run_1/metal_stack.png
The bar under the picture is 20 um long.
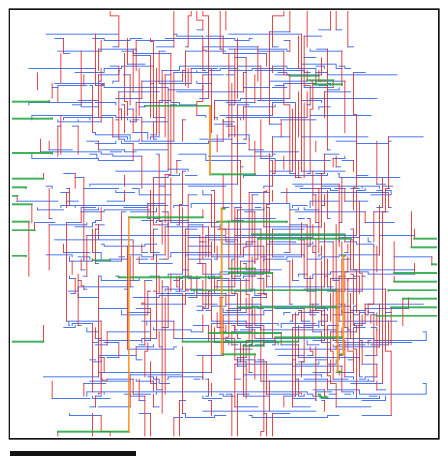
run_1/pins.png
Pins as bars across the die edge, other pins in gray.
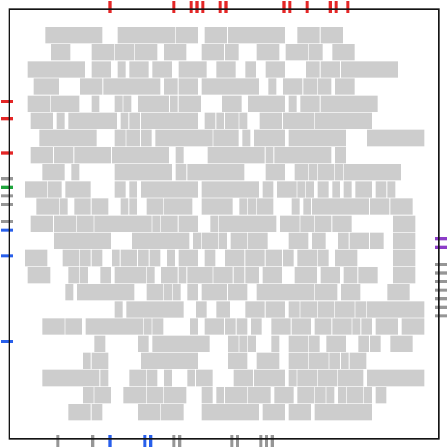
run_1/port_nets.png
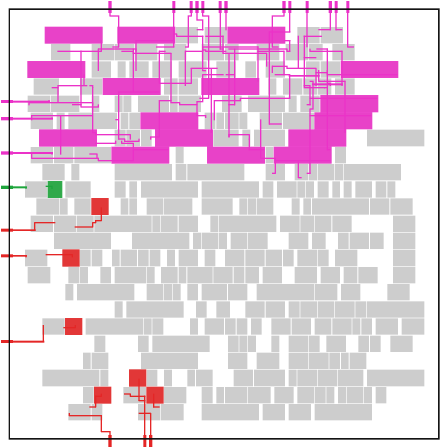
===== src/rtl/pipe_pkg.sv =====
// Shared pipeline definitions: forwarding-select encoding, special register IDs
// and the layout of one in-flight destination slot.
package pipe_pkg;

   localparam int PIPE_REG_W = 6;
   localparam int PIPE_CNT_W = 16;

   localparam logic [1:0] FWD_RF  = 2'd0;
   localparam logic [1:0] FWD_EX  = 2'd1;
   localparam logic [1:0] FWD_MEM = 2'd2;
   localparam logic [1:0] FWD_WB  = 2'd3;

   localparam logic [PIPE_REG_W-1:0] REG_NONE = 6'd0;
   localparam logic [PIPE_REG_W-1:0] REG_HILO = 6'd33;

   typedef struct packed {
      logic                  valid;
      logic [PIPE_REG_W-1:0] wreg;
      logic                  is_load;
   } slot_t;

   localparam slot_t SLOT_BUBBLE = '{valid: 1'b0, wreg: REG_NONE, is_load: 1'b0};

endpackage


===== src/rtl/reg_hazard_scoreboard_slot.sv =====
// One pipeline destination slot: enabled register with bubble insertion and
// hit compares against both ID read ports.
module hazard_slot
   import pipe_pkg::*;
(
   input  logic                  clk,
   input  logic                  rst_n,
   input  logic                  en,
   input  logic                  bubble,
   input  slot_t                 d,
   input  logic [PIPE_REG_W-1:0] rreg_a,
   input  logic [PIPE_REG_W-1:0] rreg_b,
   output slot_t                 q,
   output logic                  hit_a,
   output logic                  hit_b
);

   always_ff @(posedge clk or negedge rst_n) begin
      if (!rst_n) begin
         q <= SLOT_BUBBLE;
      end else if (en) begin
         q <= bubble ? SLOT_BUBBLE : d;
      end
   end

   // Register 0 is "no register" and must never produce a forwarding hit.
   assign hit_a = q.valid && (q.wreg == rreg_a) && (rreg_a != REG_NONE);
   assign hit_b = q.valid && (q.wreg == rreg_b) && (rreg_b != REG_NONE);

endmodule


===== src/rtl/reg_hazard_scoreboard.sv =====
// ID-stage hazard scoreboard: tracks EX/MEM/WB destinations, drives operand
// forwarding selects, the load-use stall and a saturating stall counter.
module reg_hazard_scoreboard
   import pipe_pkg::*;
#(
   parameter int REG_W = PIPE_REG_W,
   parameter int CNT_W = PIPE_CNT_W
) (
   input  logic             clk,
   input  logic             rst_n,
   input  logic             id_valid,
   input  logic [REG_W-1:0] id_rreg_a,
   input  logic [REG_W-1:0] id_rreg_b,
   input  logic [REG_W-1:0] id_wreg,
   input  logic             id_is_load,
   input  logic             hold,
   input  logic             flush,
   output logic             stall,
   output logic [1:0]       fwd_a,
   output logic [1:0]       fwd_b,
   output logic [CNT_W-1:0] stall_cnt
);

   localparam logic [CNT_W-1:0] CNT_MAX = '1;

   slot_t ex_d, ex_q, mem_q, wb_q;
   logic  ex_hit_a, ex_hit_b, mem_hit_a, mem_hit_b, wb_hit_a, wb_hit_b;
   logic  advance, ex_bubble;
   logic  unused_wb;

   assign advance   = !hold;
   assign ex_bubble = stall || flush || !id_valid;
   assign ex_d      = '{valid: 1'b1, wreg: id_wreg, is_load: id_is_load};

   hazard_slot u_ex (
      .clk(clk), .rst_n(rst_n), .en(advance), .bubble(ex_bubble), .d(ex_d),
      .rreg_a(id_rreg_a), .rreg_b(id_rreg_b), .q(ex_q), .hit_a(ex_hit_a), .hit_b(ex_hit_b)
   );

   hazard_slot u_mem (
      .clk(clk), .rst_n(rst_n), .en(advance), .bubble(1'b0), .d(ex_q),
      .rreg_a(id_rreg_a), .rreg_b(id_rreg_b), .q(mem_q), .hit_a(mem_hit_a), .hit_b(mem_hit_b)
   );

   hazard_slot u_wb (
      .clk(clk), .rst_n(rst_n), .en(advance), .bubble(1'b0), .d(mem_q),
      .rreg_a(id_rreg_a), .rreg_b(id_rreg_b), .q(wb_q), .hit_a(wb_hit_a), .hit_b(wb_hit_b)
   );

   // WB is the last stage; its contents only matter through its hit compares.
   assign unused_wb = ^wb_q;

   // Youngest producer wins.
   always_comb begin
      fwd_a = FWD_RF;
      if (ex_hit_a)       fwd_a = FWD_EX;
      else if (mem_hit_a) fwd_a = FWD_MEM;
      else if (wb_hit_a)  fwd_a = FWD_WB;

      fwd_b = FWD_RF;
      if (ex_hit_b)       fwd_b = FWD_EX;
      else if (mem_hit_b) fwd_b = FWD_MEM;
      else if (wb_hit_b)  fwd_b = FWD_WB;
   end

   assign stall = id_valid && !flush && ex_q.valid && ex_q.is_load && (ex_hit_a || ex_hit_b);

   always_ff @(posedge clk or negedge rst_n) begin
      if (!rst_n) begin
         stall_cnt <= '0;
      end else if (stall && advance && (stall_cnt != CNT_MAX)) begin
         stall_cnt <= stall_cnt + 1'b1;
      end
   end

endmodule


===== config.mk =====
export PLATFORM = sky130hd
export DESIGN_NAME = reg_hazard_scoreboard
export DESIGN_NICKNAME = d
export VERILOG_FILES = /design/src/rtl/pipe_pkg.sv /design/src/rtl/reg_hazard_scoreboard_slot.sv /design/src/rtl/reg_hazard_scoreboard.sv
export SDC_FILE = /design/constraint.sdc
export NUM_CORES = 1
export LEC_CHECK = 0
export CAP_MARGIN = 20
export CORE_MARGIN = 2
export CORE_UTILIZATION = 56
export DETAILED_ROUTE_END_ITERATION = 8
export GPL_TIMING_DRIVEN = 1
export PLACE_DENSITY = 0.85
export SLEW_MARGIN = 25
export SYNTH_ARGS = -nofsm -noshare
export SYNTH_HDL_FRONTEND = slang
export SYNTH_HIERARCHICAL = 1
export SYNTH_SLANG_ARGS = --single-unit

===== constraint.sdc =====
create_clock -name clk -period 4.8 [get_ports clk]
set_input_delay 0.72 -clock clk [delete_from_list [all_inputs] [get_ports clk]]
set_output_delay 0.72 -clock clk [all_outputs]
set_load 0.01 [all_outputs]

==> job_summary.md, run 1 <==
### Flow metrics

| Metric | Value |
|---|---|
| Initial antenna violation count | `0` |
| Commonest non-fill, non-tap cell in the layout | `clkdlybuf4s50_1` |
| Total global routing overflow | `0` |
| Count of hold buffers inserted by post-cts repair | `0` |
| Crit-path max cell delay | `0.55 ns` |
| Post-CTS sizing | `0` |
| Setup TNS | `0 ns` |
| Cell area after technology mapping | `0.00229 sq mm` |
| Launch point of the worst hold path | `stall_cnt[15]` |
| Wire length of the first global-routing pass | `8.14 mm` |
| Post-detail-place hpwl | `3.61 mm` |
| Run status | `complete, no violations` |
| Worst Setup End Kind | `output pin` |
| Worst slew pin tran | `0.875 ns` |
| Area of the core | `0.00397 sq mm` |
| Vias after detailed routing | `1,881` |
| F_max | `278 MHz` |
| Clock latency on the worst-skew pair | `0.29 ns` |
| CTS root buf | `clkbuf_8` |
| Headroom to the max-slew limit | `41.6%` |
| Clock buffer count from CTS | `5` |
| Cell with the biggest individual delay on the critical path | `clkdlybuf4s50_1` |
| Post-CTS Repair Setup Buffers | `0` |
About metal_stack.png:
- met3: green (wire length 308 um)
- met1: blue (wire length 2,410 um)
- met4: orange (wire length 96.6 um)
- met2: red (wire length 2,280 um)
detailed-route wire length: 5.09 mm
WL per Instance: 14.6 um

About pins.png:
- fwd_b: purple (pins 2; direction output; edge right)
- id_valid: green (pins 1; direction input; edge left)
- id_wreg: blue (pins 6; direction input; edge 3 left, 3 bottom)
- stall_cnt: red (pins 16; direction output; edge 13 top, 3 left)
width of the die: 67.9 um
Vert. Die Dim: 67.9 um
count of buffers inserted at the top-level ports: 44

About port_nets.png:
- id_wreg: red (direction input; end cells 6; buffers 6; wire 67.8 um)
- id_valid: green (direction input; end cells 1; buffers 1; wire 3.50 um)
- stall_cnt: magenta (direction output; end cells 16; buffers 16; wire 636 um)

==> run 1: layer usage <==
metal	wire length (um)	part of all wire, %	GRT usage, %	up-vias
li1	-	-	-	922
met2	2280	45	34.8	65
met5	0	0	0	-
met1	2410	47	34.3	883
met3	307	6.0	4.93	11
met4	96	1.9	10.0	0
==> run 1: stage by stage <==
stage | setup WS [ns] | std cells | utilization [%] | area, sq um | hold slack (ns)
2_1_floorplan | 2.22 | 251 | - | 2340 | 0.424
3_3_place_gp | 1.25 | 341 | 70.8 | 2810 | 0.490
3_5_place_dp | 1.24 | 341 | 70.8 | 2810 | 0.499
4_1_cts | 1.21 | 349 | 73.2 | 2910 | 0.510
5_1_grt | 1.11 | 349 | 73.2 | 2910 | 0.544
6_report | 1.20 | 349 | 73.2 | 2910 | 0.511
==> run 1: area by class of cell <==
class	count	area, sq um
inverters	26	97.6
repair buffers	44	435
clock inverters	2	12.5
clock buffers	6	82.6
multi-input cells	183	1260
fillers	301	1060
well taps	50	62.6
flip-flops and latches	38	951
==> run 1: final timing paths <==
check / endpoint / cells after the start / slack, ns
min: stall_cnt[15] / 1 / 0.51
max reg2reg: stall_cnt[3] / 8 / 2.17
min in group asynchronous: u_mem/q[5] / 1 / 0.54
max in group asynchronous: u_ex/q[0] / 1 / 3.71
min reg2reg: stall_cnt[15] / 1 / 0.51
max: fwd_a[1] / 7 / 1.20
==> run 1: where the power goes <==
group	switching, mW	internal [mW]
Sequential	0.0125	0.328
Clock	0.118	0.115
Combinational	0.0419	0.0401
Total	0.173	0.484
==> run 1: sequential cells by signal (all words and copies together) (netlist names) <==
| register | cells |
|---|---|
| u_mem/q | 7 |
| u_ex/q | 8 |
| u_wb/q | 7 |
| stall_cnt | 16 |
--- run 2 (diff from run 1) ---
--- a/config.mk
+++ b/config.mk
@@ -7,10 +7,10 @@
 export LEC_CHECK = 0
 export CAP_MARGIN = 20
 export CORE_MARGIN = 2
-export CORE_UTILIZATION = 56
+export CORE_UTILIZATION = 47
 export DETAILED_ROUTE_END_ITERATION = 8
 export GPL_TIMING_DRIVEN = 1
-export PLACE_DENSITY = 0.85
+export PLACE_DENSITY = 0.76
 export SLEW_MARGIN = 25
 export SYNTH_ARGS = -nofsm -noshare
 export SYNTH_HDL_FRONTEND = slang
==> constraint.sdc (replaced) <==
create_clock -name clk -period 3.1 [get_ports clk]
set_input_delay 0.465 -clock clk [delete_from_list [all_inputs] [get_ports clk]]
set_output_delay 0.465 -clock clk [all_outputs]
set_load 0.01 [all_outputs]
run_2/clock_map.png
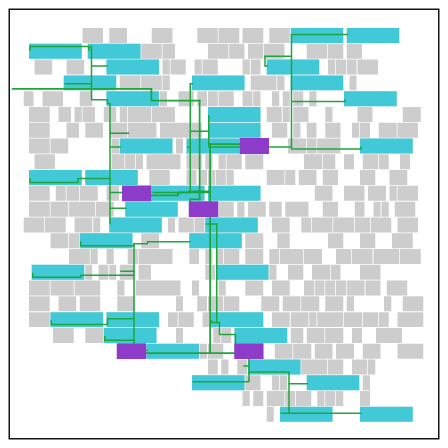
- cells driving clock nets: purple (count 5)
- clock wires: green (length 487 um)
- flip-flops: cyan (count 38)
- flops lie: widely spread
- routed clock nets: 6

==> job_summary.md, run 2 <==
### Flow metrics

| Metric | Value |
|---|---|
| Worst-path maximum fanout | `6` |
| Flip-flop count of the largest register after layout | `16` |
| Combinational Area | `0.00128 sq mm` |
| Violation tally from detailed-route iteration zero | `94` |
| Count of buffers inserted at the top-level ports | `44` |
| Endpoints failing hold | `0` |
| GRT Resource Usage Total | `21.7%` |
| Post-CTS Repair Setup Buffers | `0` |
| Tightest hold margin | `0.284 ns` |
| Synth Area per Inst | `9.61 sq um` |
| CTS root buf | `clkbuf_8` |
| Flip-flop and latch area | `951 sq um` |
| Largest reg by FF count | `stall_cnt` |
| Number of antenna diodes | `0` |
| Wire length of the first global-routing pass | `9.03 mm` |
| Post-layout period usage of the worst path | `96.1%` |
| Commonest non-fill, non-tap cell in the layout | `clkdlybuf4s50_1` |
| F_max | `336 MHz` |
| LEAKAGE | `1.31 nW` |
| Filler cells | `406` |
| Worst slew pin tran | `0.864 ns` |
| Area of the core | `0.00472 sq mm` |
| CP Data Required Time | `2.63 ns` |
| Placed cell count | `369` |
| Clock period minus final worst setup slack | `2.98 ns` |
| Initial antenna violation count | `0` |
| Classification of the worst setup path | `primary input to output pin` |
| Clock latency on the worst-skew pair | `0.29 ns` |
| Synthesis Warnings | `6` |
| Post-detail-place hpwl | `3.93 mm` |
| Largest registers ranked by flip-flop count | `stall_cnt (16), u_ex/q (8)` |
| Clock buffer count from CTS | `5` |
| WL per Instance | `14.3 um` |
| Vias after detailed routing | `1,906` |
| Run status | `complete, no violations` |
| Worst Setup End Kind | `output pin` |
| Total tool warning count | `26` |
| Setup TNS | `0 ns` |
| Headroom to the max-slew limit | `42.4%` |
| Cell Count, Final, Fillers Out | `377` |
| Cell area after technology mapping | `0.00229 sq mm` |
| Commonest cells after routing, fill and taps aside | `clkdlybuf4s50_1 (39), dfrtp_1 (38), xnor2_1 (29)` |
| IO Pins | `45` |
| Detailed-route wire length | `5.38 mm` |
| Total global routing overflow | `0` |
| Final core area utilization | `64.5%` |
run_2/pins.png
Pins as bars across the die edge, other pins in gray.
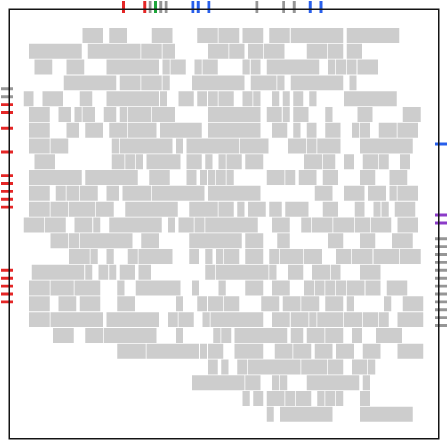
- fwd_b: purple (pins 2; direction output; edge right)
- id_valid: green (pins 1; direction input; edge top)
- id_wreg: blue (pins 6; direction input; edge 5 top, 1 right)
- stall_cnt: red (pins 16; direction output; edge 14 left, 2 top)
width of the die: 73.8 um
Vert. Die Dim: 73.8 um

## run 2: final timing paths
path	slack (ns)	to	startpoint	cells after the start
max	0.12	fwd_a[0]	id_rreg_a[4]	7
min	0.28	stall_cnt[11]	rst_n	1
max reg2reg	0.44	stall_cnt[12]	u_ex/q[6]	7
min reg2reg	0.51	stall_cnt[15]	stall_cnt[15]	1
max in group asynchronous	2.27	u_mem/q[5]	rst_n	1
min in group clk	0.51	stall_cnt[15]	stall_cnt[15]	1
## run 2: final cells by class
cell class	count	share of cell area, %
clock buffer	6	2.71
clock inverter	2	0.411
inverter	26	3.20
multi-input combinational	183	41.9
sequential	38	31.2
tap	67	2.75
timing repair buffer	55	17.7
## run 2: through the flow
stage,worst slack [ns],total power [mW],area (sq um)
after global routing,0.0294,1.07,3050
after detailed placement,-0.120,0.672,2930
after CTS,0.00731,1.03,3030
after floorplan,0.780,0.594,2340
final,0.120,1.02,3050
after global placement,-0.0172,0.669,2930
## run 2: power by group
group | leakage, nW | switching, mW | total [mW] | internal (mW)
clock | 0.0472 | 0.180 | 0.358 | 0.179
combinational | 0.739 | 0.0680 | 0.137 | 0.0691
sequential | 0.525 | 0.0194 | 0.528 | 0.508
## run 2: timing repair
action	4_1_cts	5_1_grt
hold endpoints to repair	0	0
pin swaps	0	1
setup endpoints to repair	2	4
hold buffers	0	0
gates resized	1	5
cloned	0	0
## run 2: worst max-delay path, stage by stage
cell,delay [ns]
clkdlybuf4s50_1,0.61
xor2_1,0.14
nor4_2,0.35
o2111a_1,0.27
inv_1,0.05
a21o_1,0.17
clkdlybuf4s50_1,0.47
## run 2: per-layer routing
metal	vias up	share of wire, %	GRT usage, %
li1	945	-	-
met1	897	47	29.8
met2	54	47	34.7
met3	10	4.8	4.39
met4	0	1.8	6.46
met5	-	0	0
--- run 3 (diff from run 2) ---
--- a/config.mk
+++ b/config.mk
@@ -11,6 +11,7 @@
 export DETAILED_ROUTE_END_ITERATION = 8
 export GPL_TIMING_DRIVEN = 1
 export PLACE_DENSITY = 0.76
+export RECOVER_POWER = 25
 export SLEW_MARGIN = 25
 export SYNTH_ARGS = -nofsm -noshare
 export SYNTH_HDL_FRONTEND = slang
==> job_summary.md, run 3 <==
### Flow metrics

| Metric | Value |
|---|---|
| Cell Count, Final, Fillers Out | `377` |
| Worst slew pin tran | `2.08 ns` |
| Endpoints failing hold | `0` |
| Detailed-route wire length | `5.38 mm` |
| Count of buffers inserted at the top-level ports | `44` |
| Max Cap Violations | `1` |
| CTS root buf | `clkbuf_8` |
| Post-detail-place hpwl | `3.93 mm` |
| Flip-flop count of the largest register after layout | `16` |
| Synthesis Warnings | `6` |
| Cell with the biggest individual delay on the critical path | `clkdlybuf4s50_1` |
| Synth Area per Inst | `9.61 sq um` |
| Most used cell along the critical path | `clkdlybuf4s50_1` |
| CP Data Required Time | `2.63 ns` |
| Launch point of the worst hold path | `stall_cnt[15]` |
| Number of antenna diodes | `0` |
| Commonest cells after routing, fill and taps aside | `clkdlybuf4s50_1 (39), dfrtp_1 (38), xnor2_1 (29)` |
| Reg-to-reg critical path startpoint | `u_ex/q[6]` |
| Violated checks | `capacitance limit, slew limit` |
| Final Slew Violations | `39` |
| Placed cell count | `369` |
| Run status | `finished with violations` |
| GRT Resource Usage Total | `21.7%` |
| Post-CTS Repair Setup Buffers | `0` |
| F_max | `336 MHz` |
| Worst-case setup margin in the final layout | `0.120 ns` |
| Worst Setup End Kind | `output pin` |
| Clock buffer count from CTS | `5` |
| Commonest non-fill, non-tap cell in the layout | `clkdlybuf4s50_1` |
| Worst-path maximum fanout | `6` |
| Vert. Die Dim | `73.8 um` |
| Total power after layout | `1.02 mW` |
| Post-layout period usage of the worst path | `96.1%` |
| Worst slack, placed | `-0.120 ns` |
| Area of the core | `0.00472 sq mm` |
| Vias after detailed routing | `1,906` |
| Total global routing overflow | `0` |
| Crit-path max cell delay | `0.61 ns` |
| WL per Instance | `14.3 um` |
| Wire length of the first global-routing pass | `9.03 mm` |
| Clock latency on the worst-skew pair | `0.29 ns` |
| Clock period minus final worst setup slack | `2.98 ns` |
| Initial antenna violation count | `0` |
| CP Launch Point | `id_rreg_a[4]` |
| LEAKAGE | `1.31 nW` |
## run 3: what timing repair did
action,CTS,global route
pin swaps,0,1
gates resized,1,5
hold buffers,0,0
endpoints found under the setup margin,2,4
## run 3: critical path, delay by kind of cell
| kind | cells | cell delay [ns] |
|---|---|---|
| compound gates | 2 | 0.44 |
| xor+xnor | 1 | 0.14 |
| buf+inv | 3 | 1.13 |
| simple gates | 1 | 0.35 |
## run 3: layer usage
layer / vias up / global-route usage (%) / routed length, um
met3: 10 / 4.39 / 259
met1: 897 / 29.8 / 2510
li1: 945 / - / -
met4: 0 / 6.46 / 99
met2: 54 / 34.7 / 2510
met5: - / 0 / 0
## run 3: layout make-up
cell class              count  area, sq um
fillers                   405         1680
repair buffers             55          539
clock inverters             2         12.5
clock buffers               6         82.6
well taps                  67         83.8
flip-flops and latches     38          951
multi-input cells         183         1280
inverters                  26         97.6
## run 3: final timing paths
| check | to | slack (ns) | cells after the start |
|---|---|---|---|
| min in group asynchronous | stall_cnt[11] | 0.76 | 1 |
| min | stall_cnt[15] | 0.51 | 1 |
| max in group asynchronous | u_mem/q[5] | 1.15 | 1 |
| max reg2reg | stall_cnt[12] | 0.44 | 7 |
| min reg2reg | stall_cnt[15] | 0.51 | 1 |
| max | fwd_a[0] | 0.12 | 7 |
## run 3: power by group
group	internal, mW	switching, mW
logic	0.0688	0.0680
clock network	0.179	0.180
registers	0.508	0.0194
total	0.756	0.267
## run 3: stage by stage
stage,util (%),setup TNS (ns),hold slack (ns)
after global placement,62.0,-0.0172,0.506
after CTS,64.1,0,0.309
after floorplan,-,0,0.169
final,64.5,0,0.506
after detailed placement,62.0,-0.397,0.497
after global routing,64.5,0,0.558
run_3/port_nets.png
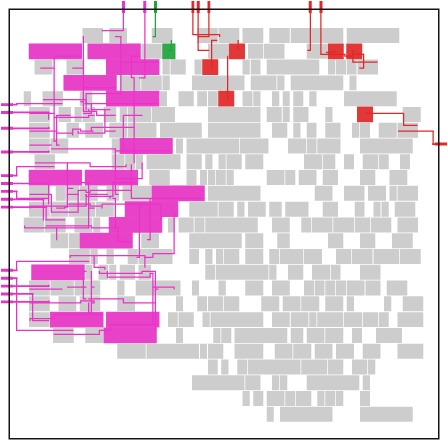
- id_wreg: red (direction input; end cells 6; buffers 6; wire 91.3 um)
- stall_cnt: magenta (direction output; end cells 16; buffers 16; wire 714 um)
- id_valid: green (direction input; end cells 1; buffers 1; wire 7.10 um)
IO Pins: 45

run_3/metal_stack.png
The bar under the picture is 20 um long.
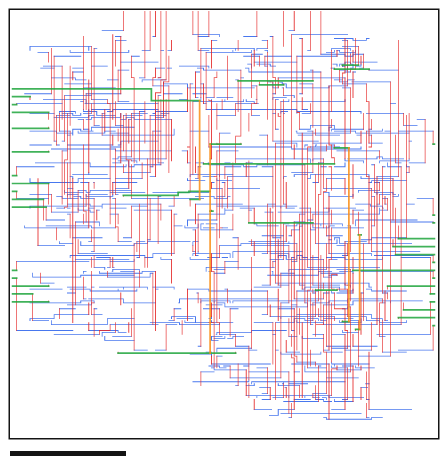
- met4: orange (wire length 99.3 um)
- met2: red (wire length 2,510 um)
- met3: green (wire length 259 um)
- met1: blue (wire length 2,510 um)


## Gallery

Placed standard cells.
panel A
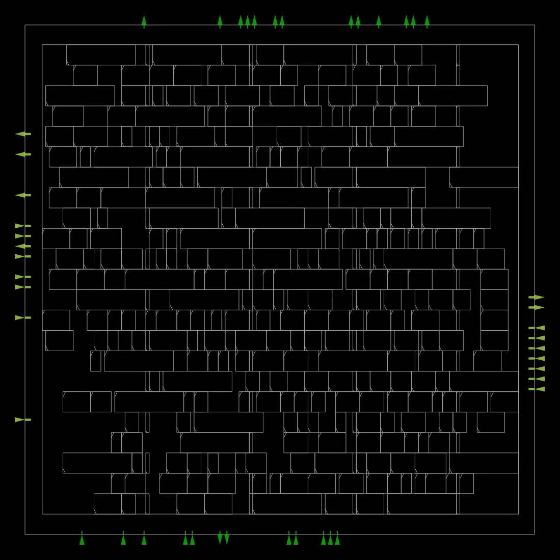
panel B
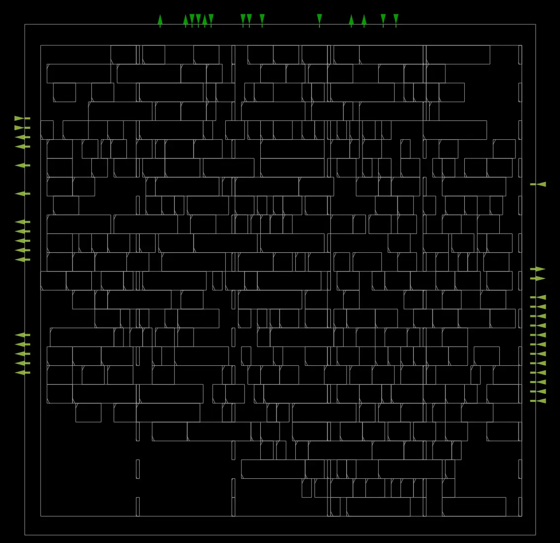
Panel A comes from run 1.
Panel B comes from run 2.

Power is estimated from default activity; no workload was simulated.
